Fig. 1: run 1, where the registers sit
Other sequential cells in the stronger grey, the rest of the logic in the fainter grey.
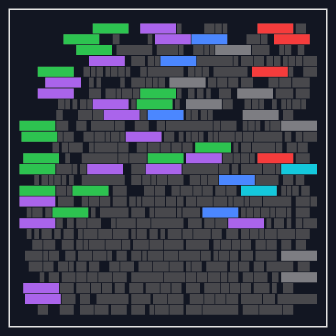
Fig. 2: run 1, close-up of the layout
Window x 0 to 50, y 29 to 79 um. Cells in grey, sequential cells in the stronger grey; small squares are vias.
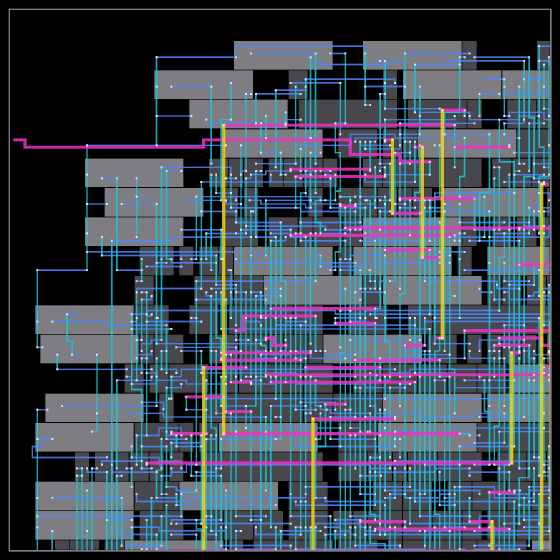
Fig. 3: run 1, clock nets
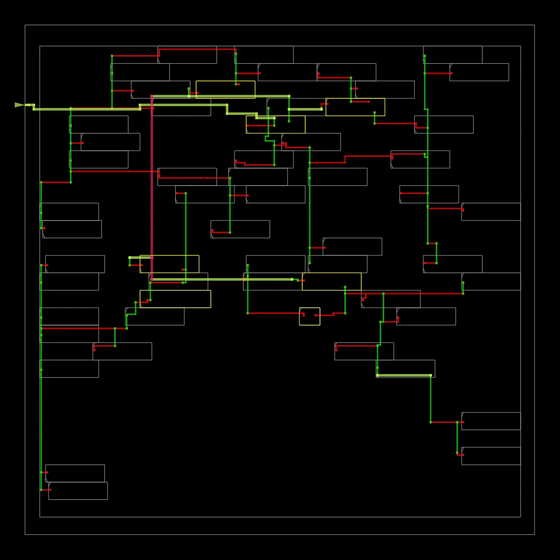
Design seq_pattern_tx, sky130hd; sources not shown.
==> qor.yml, run 1 <==
power_leader: "combinational cells"
period_minus_slack_ns: 2.10
setup_violations: 0
num_rows: 27
p_leak_nw: 2.02
fin_ws_ns: 0.0967
viasPerCell: 6.33
drive_gt1_share_pct: 33.1
top_area_share_pct: 40.0
dr.first_iter.drc_count: 317
post-route-cell-area_um2: 4520
die_y_um: 79.4
synthXorXnorAreaFrac_pct: 1.64
p_int_mw: 2.46
rrSetupSlack_ns: 0.1
comb_power_share_pct: 38.7
yosysTopAreaCell: "dfrtp_1"
p_seq_share_pct: 38.1
ant_nets: 0
fin_crit_sh_pct: 95.6
ys_sh_simple_pct: 18.0
fp.dieW_um: 79.4
crit_required_ns: 2.43
tritoncts: "built"
drt_pass1_iterations: 6
fin_setup_tns_ns: 0
syn_nets: 377
chipArea_um2: 6310
pg_comb_mw: 1.45
grt_pass1_vias: 3351
rsz0062_at_grt: "yes"
dp_cells: 503
max_stage_delay_ns: 0.42
flop_area_um2: 1250
clockBufferDepth: 2
powerClk_mw: 0.873
num_vias: 3303
crit_fanout: 18
gp_congestion: 0.882
fa_ha_area_share_pct: 1.20
crit_buf_inv: 2
grt_overflow: 0
synth_top_flop_cell: "dfrtp_1"
area_leaders: "dfrtp_1 (40%), mux2i_1 (6.4%), o21ai_0 (5.0%), mux2_2 (4.7%), nor2_1 (4.7%)"
status: "completed"
drv_slew: 0
top_logic_kind: "AND-OR/OR-AND gates"
hpwl_mm: 6.65
diodes: 0
worst_pin_slew_ns: 0.599
hold_ws_ns: 0.0792
syn_inst: 345
crit_type: "in -> reg"
comb_area_um2: 1900
final-hold-violation-count: 0
yosysMostFrequentCell: "dfrtp_1"
cts_inserted_buffers: 5
p_per_area_nw_per_um2: 833
ys_async_sr_fraction_pct: 100
ys_top_cells_by_count: "dfrtp_1 (50), nor2_1 (39), nand2_1 (37), o21ai_0 (31), mux2i_1 (20)"
Back to the opening pictures, Fig. 1:
blue -> r_len_m1  # flops 5
green -> u_piso.r_sreg  # flops 15
cyan -> r_state  # flops 2
purple -> r_pat  # flops 16
red -> r_pass_cnt  # flops 4, where top right
final core occ: 82.0%
flip-flop and latch power: 1.44 mW

Back to the opening pictures, Fig. 2:
yellow -> met4
blue -> met1
cyan -> met2
magenta -> met3
sequential cells in the window = 29
cells with their middle in the window = 157
most frequent = dfrtp_1 (29), buf_4 (23), nor2_1 (18)

Back to the opening pictures, Fig. 3:
skew final: 0.00716 ns
CTS sink count: 50

-- run 1: per-layer routing --
| metal | wire length (um) | global-route usage, % | vias up |
|---|---|---|---|
| li1 | - | - | 1466 |
| met1 | 3930 | 39.0 | 1611 |
| met2 | 5130 | 59.7 | 180 |
| met3 | 724 | 6.33 | 46 |
| met4 | 392 | 11.0 | 0 |
| met5 | 0 | 0 | - |
-- run 1: cell type report --
cell class	count	area share, %
clock buffer	5	2.77
clock inverter	2	0.859
inverter	14	1.44
multi-input combinational	260	42.2
sequential	50	27.7
tap	72	1.99
timing repair buffer	117	22.9
timing repair inverter	2	0.166
-- run 1: timing repair --
action                     4_1_cts  5_1_grt
gates cloned                     3        0
setup endpoints to repair       45       14
setup buffers                    8        1
resized                         43       12
hold endpoints to repair         0        0
pin swaps                        8        6
==> run 2, diff against run 1 <==
--- a/config.mk
+++ b/config.mk
@@ -5,7 +5,6 @@
 export SDC_FILE = /design/constraint.sdc
 export NUM_CORES = 1
 export LEC_CHECK = 0
-export CORE_MARGIN = 2
 export CORE_UTILIZATION = 55
 export CTS_BUF_LIST = sky130_fd_sc_hd__clkbuf_16
 export DETAILED_ROUTE_END_ITERATION = 8
Fig. 4: run 2, selected gate families
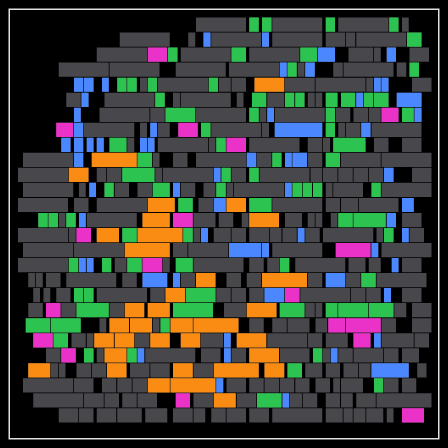
green -> inverting AOI/OAI gates  # cells 79, where widely spread
blue -> NOR gates  # cells 62
orange -> multiplexers  # cells 35
magenta -> AND-OR and OR-AND gates  # cells 18
Commonest Layout Cell: buf_4
post-route insts no fill: 524
logic share of the area: 43.3%

Fig. 5: run 2, clock nets
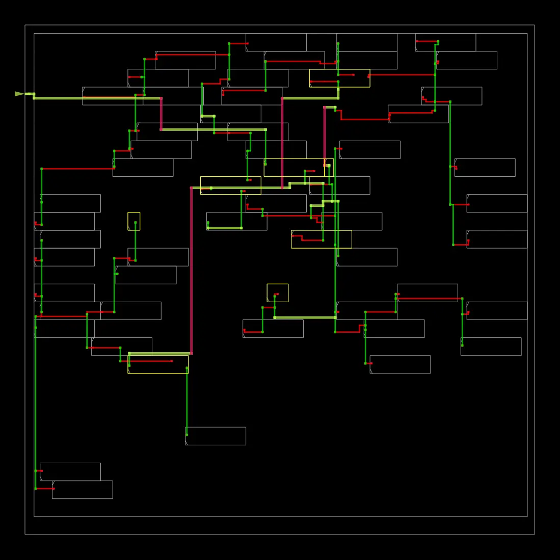
flop count: 50
Late-Pin Clk Latency: 0.30 ns
CTS Buf Count: 5
clk pwr: 0.775 mW
clock buffers: 5

==> qor.yml, run 2 <==
status: "finished with violations"
violations: "setup timing"
yosysChipArea_um2: 3130
drive_gt1_share_pct: 35.6
routed_wl_mm: 11.8
fp.dieW_um: 77.4
fin_crit_sh_pct: 100
die_y_um: 77.4
nonClkBufAreaFrac_pct: 23.1
worst_pin_slew_ns: 0.587
grt_max_degree: 24
synth.distinct_cells: 62
logic_gates: 260
wl_per_cell_um: 22.6
slowest_stage: "mux4_2"
crit_fanout: 6
ys.flops: 50
hold_path_class: "in -> async"
cp.arrival_ns: 2.38
dpl-instance-area_um2: 4070
wl_met3_mm: 1.12
ant_nets: 0
fin_util_pct: 84.0
syn_inst: 345
hpwl_mm: 6.65
fin_ws_ns: -0.00396
start_kind: "input port"
p_per_area_nw_per_um2: 812
grt_pass1_vias: 3383
max-slew-margin-rel_pct: 60.7
edf_count: 0
num_vias: 3486
top_area_share_pct: 40.0
rrSetupSlack_ns: 0.13
use_met2_pct: 62.4
wl_met1_mm: 4.18
grt.total_usage_pct: 36.2
final_nets: 483
grt_overflow: 0
fin_setup_tns_ns: -0.00396
drv_slew: 0
yosysTopAreaCell: "dfrtp_1"
core_area_um2: 5510
antenna_found_initial: 0
chipArea_um2: 6000
non_clock_inverter_count: 15
num_rows: 27
hold_ws_ns: 0.122
cts_setup_buffers: 9
ctsResizeCount: 44
ys_top_cells_by_count: "dfrtp_1 (50), nor2_1 (39), nand2_1 (37), o21ai_0 (31), mux2i_1 (20)"
syn_area_um2: 3130
root_buffer: "clkbuf_16"
syn_nets: 377
io_pins: 33
period_minus_slack_ns: 2.20
use_met1_pct: 40.3
clock-skew-final_ns: 0.00974
post-route-drc-count: 0
htree_levels: 2
grt_pass1_wl_mm: 16.6
yosysMostFrequentCell: "dfrtp_1"
p_total_mw: 3.76
cts_hold_buffers: 0
dr.first_iter.drc_count: 266
ff2ff_path_depth: 9
final-hold-violation-count: 0
tool_warnings: 29
setup_violations: 1
yosysCellCount: 345
syn_to_final_growth_pct: 47.8
seq_area_frac_synth_pct: 40.0
tap_cells: 72
maxCapViolations: 0
cp-end-kind: "flip-flop"
diodes: 0
largest_register_ffs: 16
fp-utilization_pct: 56.9
avgSynthCellArea_um2: 9.07
tritoncts: "built"
clkSinkCount: 50
num-fill-cells: 270
dominant_cells: "multi-input combinational cells"
post-route-cell-area_um2: 4630
clockBufferDepth: 2
p_leak_nw: 2.06
grt-busiest-layer: "met2"
ir_drop_uv: 530
met3_usage_pct: 8.24
yosys_warnings: 0
synth_top_flop_cell: "dfrtp_1"
crit_type: "in -> reg"
max_freq_mhz: 454
drt_pass1_iterations: 5
ys_async_sr_fraction_pct: 100
preCtsSetupSlack_ns: -0.710
viasPerCell: 6.65
comb_area_um2: 2000
dp_cells: 500
top_layer: "met4"
max_stage_delay_ns: 0.51
cts.clk_slew.worst_paths_ns: 0.07
n_all_buffers: 119
io_buffers: 32
final_cell_mix: "buf_4 (76), dfrtp_1 (50), nor2_1 (39)"
crit_required_ns: 2.38
area_leaders: "dfrtp_1 (40%), mux2i_1 (6.4%), o21ai_0 (5.0%), mux2_2 (4.7%), nor2_1 (4.7%)"
rsz0062_at_grt: "yes"
clock_area_share_pct: 3.08
wl_met2_mm: 5.66
crit_chain: "buf_8 > inv_6 > ha_4 > buf_12 > mux2_4 > mux4_2 > nand4_1 > a21boi_2 > and3_1 > o21ai_1"
gp_congestion: 0.910
Fig. 6: run 2, where the registers sit
Other sequential cells in the stronger grey, the rest of the logic in the fainter grey.
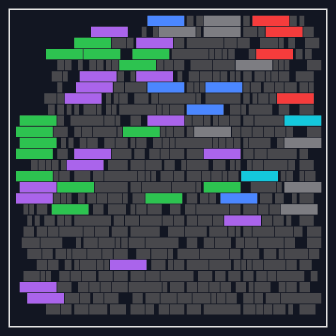
blue -> r_len_m1  # flops 5
green -> u_piso.r_sreg  # flops 15
red -> r_pass_cnt  # flops 4, where top right
cyan -> r_state  # flops 2
purple -> r_pat  # flops 16
not coloured = 8
flip-flop and latch power: 1.43 mW
Reg area: 1250 um2
flop share of the area: 27.0%

==> run 2: cell counts after synthesis <==
No cell type changed its count.
==> run 2: worst max-delay path: cells and delay by family <==
family / cells / cell delay [ns]
buf+inv: 3 / 0.25
mux: 2 / 0.85
compound gates: 2 / 0.24
fa+ha+maj: 1 / 0.32
simple gates: 2 / 0.26
==> run 2: report_power, final <==
part | switching, mW | total (mW) | internal (mW)
clock network | 0.357 | 0.775 | 0.418
registers | 0.212 | 1.43 | 1.22
logic | 0.811 | 1.55 | 0.739
==> run 2: cells by family after synthesis <==
family / after synthesis / synth area share (%)
and+or+nand+nor: 120 / 18.0
muxes: 35 / 12.5
AOI/OAI and AO/OA: 97 / 21.2
adders and majority gates: 3 / 1.20
DFF: 50 / 40.0
xor gates and xnor gates: 5 / 1.64
buffers and inverters: 35 / 5.48
Power is estimated from default activity; no workload was simulated.
